$ cat config.mk
export PLATFORM = sky130hd
export DESIGN_NAME = bounded_wrap_counter_mc_flat
export DESIGN_NICKNAME = d
export VERILOG_FILES = /design/src/rtl/bounded_wrap_counter_mc_if.sv /design/src/rtl/bounded_wrap_counter_mc.sv /design/src/flat_wrapper.sv
export SDC_FILE = /design/constraint.sdc
export NUM_CORES = 1
export LEC_CHECK = 0
export CORE_MARGIN = 5
export CORE_UTILIZATION = 56
export DETAILED_ROUTE_END_ITERATION = 6
export PLACE_DENSITY_LB_ADDON = 0.15
export SLEW_MARGIN = 30
export SYNTH_ARGS = -nofsm -noshare
export SYNTH_HDL_FRONTEND = slang
export SYNTH_SLANG_ARGS = --single-unit
$ cat constraint.sdc
create_clock -name clk -period 4.5 [get_ports clk]
set_input_delay 1.125 -clock clk [delete_from_list [all_inputs] [get_ports clk]]
set_output_delay 1.125 -clock clk [all_outputs]
set_load 0.02 [all_outputs]
$ cat src/rtl/bounded_wrap_counter_mc_if.sv
// Control and status bundle for bounded_wrap_counter_mc: per-channel enables,
// bound-load strobe and the packed counter/bound/wrap outputs.
interface bounded_wrap_counter_mc_if #(
  parameter int unsigned WIDTH = 11,
  parameter int unsigned NCH   = 4
);
  localparam int unsigned CHW = (NCH > 1) ? $clog2(NCH) : 1;

  logic [NCH-1:0]       en;
  logic [1:0]           mode;
  logic                 load;
  logic [CHW-1:0]       load_ch;
  logic [WIDTH-1:0]     load_val;
  logic [NCH*WIDTH-1:0] c;
  logic [NCH*WIDTH-1:0] n;
  logic [NCH-1:0]       wrap;
  logic                 inv_err;

  modport master (
    output en, mode, load, load_ch, load_val,
    input  c, n, wrap, inv_err
  );

  modport slave (
    input  en, mode, load, load_ch, load_val,
    output c, n, wrap, inv_err
  );
endinterface

$ cat src/rtl/bounded_wrap_counter_mc.sv
// Multi-channel bounded counter: each channel counts against its own programmable
// bound in wrap-to-1, wrap-to-0, saturate or count-down mode, with a sticky c>n flag.
module bounded_wrap_counter_mc #(
  parameter int unsigned WIDTH       = 11,
  parameter int unsigned NCH         = 4,
  parameter int unsigned RESET_BOUND = 200
) (
  input  logic                      clk,
  input  logic                      rst,
  bounded_wrap_counter_mc_if.slave  bus
);
  localparam int unsigned CHW = (NCH > 1) ? $clog2(NCH) : 1;
  localparam logic [WIDTH-1:0] ONE = WIDTH'(1);

  typedef enum logic [1:0] {
    M_WRAP1 = 2'd0,
    M_WRAP0 = 2'd1,
    M_SAT   = 2'd2,
    M_DOWN  = 2'd3
  } mode_t;

  mode_t            mode;
  logic [WIDTH-1:0] c_q [NCH];
  logic [WIDTH-1:0] n_q [NCH];
  logic [NCH-1:0]   wrap_q;
  logic             inv_q;
  logic             viol;

  assign mode = mode_t'(bus.mode);

  always_comb begin
    viol = 1'b0;
    for (int unsigned i = 0; i < NCH; i++) begin
      if (c_q[i] > n_q[i]) viol = 1'b1;
    end
  end

  always_comb begin
    bus.c = '0;
    bus.n = '0;
    for (int unsigned i = 0; i < NCH; i++) begin
      bus.c[i*WIDTH +: WIDTH] = c_q[i];
      bus.n[i*WIDTH +: WIDTH] = n_q[i];
    end
    bus.wrap    = wrap_q;
    bus.inv_err = inv_q;
  end

  always_ff @(posedge clk) begin
    if (rst) begin
      for (int unsigned i = 0; i < NCH; i++) begin
        c_q[i] <= '0;
        n_q[i] <= WIDTH'(RESET_BOUND);
      end
      wrap_q <= '0;
      inv_q  <= 1'b0;
    end else begin
      inv_q <= inv_q | viol;
      for (int unsigned i = 0; i < NCH; i++) begin
        wrap_q[i] <= 1'b0;
        // Out-of-range load_ch never matches any i, so such loads are dropped.
        if (bus.load && (bus.load_ch == CHW'(i))) begin
          n_q[i] <= bus.load_val;
          c_q[i] <= '0;
        end else if (n_q[i] == '0) begin
          c_q[i] <= '0;
        end else if (bus.en[i]) begin
          unique case (mode)
            M_WRAP1: begin
              if (c_q[i] == n_q[i]) begin
                c_q[i]    <= ONE;
                wrap_q[i] <= 1'b1;
              end else begin
                c_q[i] <= c_q[i] + ONE;
              end
            end
            M_WRAP0: begin
              if (c_q[i] == n_q[i]) begin
                c_q[i]    <= '0;
                wrap_q[i] <= 1'b1;
              end else begin
                c_q[i] <= c_q[i] + ONE;
              end
            end
            M_SAT: begin
              if (c_q[i] < n_q[i]) begin
                c_q[i]    <= c_q[i] + ONE;
                wrap_q[i] <= ((c_q[i] + ONE) == n_q[i]);
              end
            end
            M_DOWN: begin
              if (c_q[i] == '0) begin
                c_q[i]    <= n_q[i];
                wrap_q[i] <= 1'b1;
              end else begin
                c_q[i] <= c_q[i] - ONE;
              end
            end
            default: ;
          endcase
        end
      end
    end
  end
endmodule

$ cat src/flat_wrapper.sv
// flat-port wrapper written by rule: the top's interface ports become plain ports
module bounded_wrap_counter_mc_flat 
#(
  parameter int unsigned WIDTH       = 11,
  parameter int unsigned NCH         = 4,
  parameter int unsigned RESET_BOUND = 200
)
  (clk, rst, bus_en, bus_mode, bus_load, bus_load_ch, bus_load_val, bus_c, bus_n, bus_wrap, bus_inv_err);
  bounded_wrap_counter_mc_if #(.WIDTH(WIDTH), .NCH(NCH)) bus_i ();
  input  logic clk;
  input  logic rst;
  input wire logic [$bits(bus_i.en)-1:0] bus_en;
  input wire logic [$bits(bus_i.mode)-1:0] bus_mode;
  input wire logic [$bits(bus_i.load)-1:0] bus_load;
  input wire logic [$bits(bus_i.load_ch)-1:0] bus_load_ch;
  input wire logic [$bits(bus_i.load_val)-1:0] bus_load_val;
  output wire logic [$bits(bus_i.c)-1:0] bus_c;
  output wire logic [$bits(bus_i.n)-1:0] bus_n;
  output wire logic [$bits(bus_i.wrap)-1:0] bus_wrap;
  output wire logic [$bits(bus_i.inv_err)-1:0] bus_inv_err;
  assign bus_i.en = bus_en;
  assign bus_i.mode = bus_mode;
  assign bus_i.load = bus_load;
  assign bus_i.load_ch = bus_load_ch;
  assign bus_i.load_val = bus_load_val;
  assign bus_c = bus_i.c;
  assign bus_n = bus_i.n;
  assign bus_wrap = bus_i.wrap;
  assign bus_inv_err = bus_i.inv_err;
  bounded_wrap_counter_mc #(.WIDTH(WIDTH), .NCH(NCH), .RESET_BOUND(RESET_BOUND)) u_core (.clk(clk), .rst(rst), .bus(bus_i));
endmodule
Figure 1. Close-up of the layout (run 1).
Scale bar: 10 um. Region (45, 19) to (85, 59) um. Cells in grey, sequential cells in the stronger grey; small squares are vias.
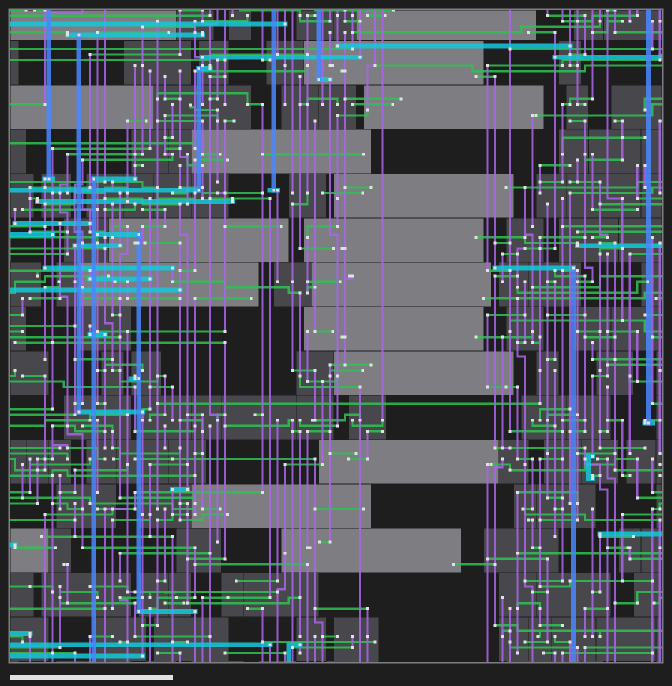
[green] M1
[blue] M4
[purple] M2
[cyan] M3
netlist names of flops here include: u_core.n_q (12), u_core.c_q (4)
sequential cells in the window: 16
cells with their middle in the window: 111
most frequent: edfxtp_1 (16), ha_1 (9)

Figure 2. The metal 2 layer (run 1).
Scale bar: 50 um. Cells faint in the background.
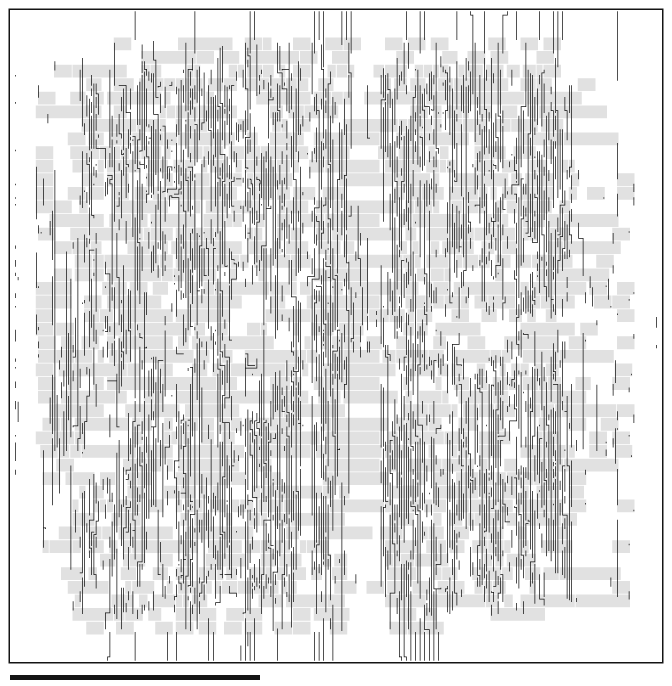
wire length on this layer: 10700 um
nets with wire on the layer: 909
main direction: vertical
met2 Use GR: 0.431
via count: 7572

Figure 3. Track usage over the die (run 1).
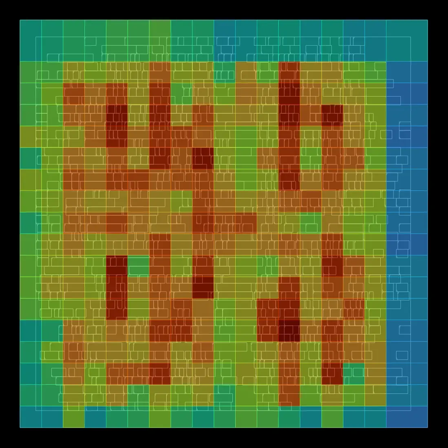
grt met3 use: 0.0528
GRT met1 Usage: 0.394
WL per Instance: 20.1 um
Total Routing Usage GR: 0.278
Core Util, Final: 0.672

==> reports/metrics.yaml, run 1 <==
yosys:
  netlist_top_cells_count: "edfxtp_1 (88), inv_1 (61), xnor2_1 (57)"
  ys_sh_aoi: 0.182
  yosys.area.top_type_share: 0.325
  synthArstFlopShare: 0
  xor_area_frac: 0.104
  yosys.stat.chipArea_mm2: 0.00814
  ys_seq_share: 0.337
  mux_share: 0.00400
cells_and_area:
  flop-count: 93
  fillerInstances: 1195
  logic_area_mm2: 0.00493
  mostFrequentLayoutCells: "clkdlybuf4s50_1 (114), edfxtp_1 (88), inv_1 (61)"
  largest_class: "multi-input combinational cells"
  fin_area_mm2: 0.00965
  nets: 1066
  comb_area_frac: 0.511
  logic_gate_count: 700
  antenna_cells: 0
  layout.cells.non_filler: 1181
  lay_top_count: "clkdlybuf4s50_1"
  clkbuf_count: 11
die:
  die_y_um: 131
  n_tap_cell: 184
  initCoreUtil: 0.566
  core_area_mm2: 0.0144
setup_path:
  crit_chain: "clkdlybuf4s50_1, a31o_2, a311oi_4, nand3_1, or2_2, a31oi_1, a21oi_1"
  r2r-start: "u_core.c_q[2][8]"
  path_depth: 7
  regToRegSetupSlack_ns: 1.26
  critPathSlowestCell: "a311oi_4"
  cp-startpoint: "bus_load_ch[1]"
  worstSetupStartpointType: "input pin"
  crit_fanout: 17
  path_delay_family: "AND-OR/OR-AND gates"
  worstPathArrival_ns: 3.64
  slowest_delay_ns: 0.69
  cp-end-kind: "register"
  cp.buffers_inverters: 1
routing:
  finalWirelength_um: 23700
  drt_iter0_markers: 985
  firstDrtPassIters: 6
  dr_wl_met2_um: 10700
  drc: 0
  avgViaCountPerCell: 6.41
cts:
  cts_resized: 0
  cts_root_buf: "clkbuf_16"
  clk_latency_ns: 0.35
  hold_buffers: 0
final_timing:
  finalHoldViolCount: 0
  finalClockSkew_ns: 0.00774
  timing.hold.ws_ns: 0.613
  setup_ws_ns: 0.954
  slew_viol_final: 0
  fin_crit_ns: 3.55
  fmax_mhz: 282
power_and_ir_drop:
  clock_power_w: 0.000769
  pwr-share-clk: 0.272
  power_leader: "registers"
  ir_drop_v: 0.000220
  cellLeakagePower_nw: 3.62
  netSwitchingFraction: 0.345
  pwr-share-seq: 0.427
  power_w: 0.00282
worst_hold_path:
  hold_path.class: "reg -> reg"
  hold_depth: 2
grt:
  overflow: 0
  busiest_layer: "met2"
placed_design:
  io_buffer_count: 114
status:
  outcome: "finished, final reports clean"
Figure 4. Cell sizes after repair (run 1).
Scale bar: 50 um.
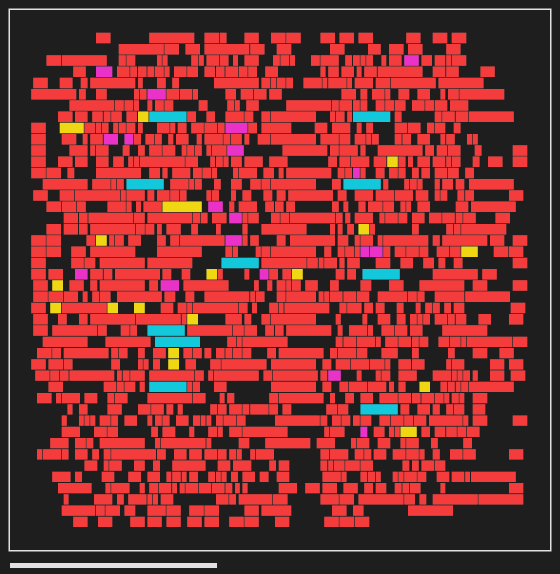

==> inputs of run 2 (changes only) <==
==> constraint.sdc (replaced) <==
create_clock -name clk -period 3.5 [get_ports clk]
set_input_delay 0.875 -clock clk [delete_from_list [all_inputs] [get_ports clk]]
set_output_delay 0.875 -clock clk [all_outputs]
set_load 0.02 [all_outputs]
Figure 5. Cell sizes after repair (run 2).
Scale bar: 50 um.
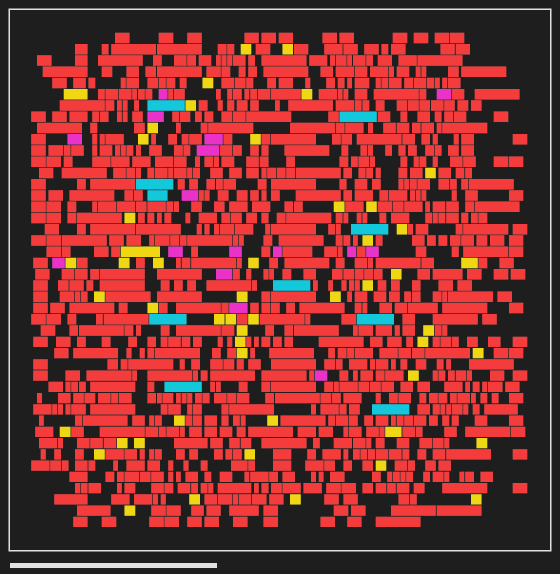
[yellow] x3 and x4 | cells: 51
[cyan] x6 and larger | cells: 10
[magenta] x2 | cells: 16
[red] x1 and smaller | cells: 951
number of non-clock buffers: 158
post-route design area: 0.00987 mm^2

==> reports/metrics.yaml, run 2 <==
routing:
  firstDrtPassIters: 5  # -1
  drc: 0  # unchanged
  dr_wl_met2_um: 11300  # +5.5%
  via_count: 7780  # +2.7%
  finalWirelength_um: 24500  # +3.3%
  avgViaCountPerCell: 6.42  # +0.12%
yosys:
  netlist_top_cells_count: "edfxtp_1 (88), inv_1 (61), xnor2_1 (57)"
  ys_sh_aoi: 0.182  # unchanged
  synthArstFlopShare: 0  # unchanged
  ys_seq_share: 0.337  # unchanged
cells_and_area:
  mostFrequentLayoutCells: "clkdlybuf4s50_1 (114), edfxtp_1 (88), inv_1 (61)"
  logic_area_mm2: 0.00493  # unchanged
  fin_util: 0.687  # +0.0154
  clkbuf_count: 13  # +2
  lay_top_count: "clkdlybuf4s50_1"
  nets: 1097  # +2.9%
  fillerInstances: 1190  # -0.42%
grt:
  grt_util_met3: 0.0423  # -0.0106
  use_met1: 0.412  # +0.0182
  overflow: 0  # unchanged
  grtUsageTotal: 0.286  # +0.00846
final_timing:
  slew_viol_final: 0  # unchanged
  fmax_mhz: 327
  finalHoldViolCount: 0  # unchanged
  fin_crit_ns: 3.06
  timing.hold.ws_ns: 0.597  # -0.0168 ns
  setup_ws_ns: 0.439  # -0.515 ns
power_and_ir_drop:
  power_w: 0.00363  # +28%
  ir_drop_v: 0.000257  # +17%
  power_leader: "registers"
  netSwitchingFraction: 0.350  # +0.00452
  pwr-share-clk: 0.260  # -0.012
setup_path:
  worstPathArrival_ns: 3.28  # -0.36 ns
  r2r-start: "u_core.n_q[0][31]"
  cp-startpoint: "bus_load"
  path_delay_family: "AND-OR/OR-AND gates"
  regToRegSetupSlack_ns: 0.63  # -0.63 ns
  critPathSlowestCell: "clkdlybuf4s50_1"
  crit_fanout: 8  # -9
  path_depth: 7  # unchanged
  worstSetupStartpointType: "input pin"
  cp.buffers_inverters: 1  # unchanged
  cp-end-kind: "register"
cts:
  clk_latency_ns: 0.35  # about the same
  hold_buffers: 0  # unchanged
worst_hold_path:
  hold_path.class: "reg -> reg"
  hold_depth: 2  # unchanged
placed_design:
  io_buffer_count: 114  # unchanged
die:
  initCoreUtil: 0.566  # unchanged
  core_area_mm2: 0.0144  # unchanged
status:
  outcome: "finished, final reports clean"
Power figures rest on the tool's default switching activity, not on a simulated workload.
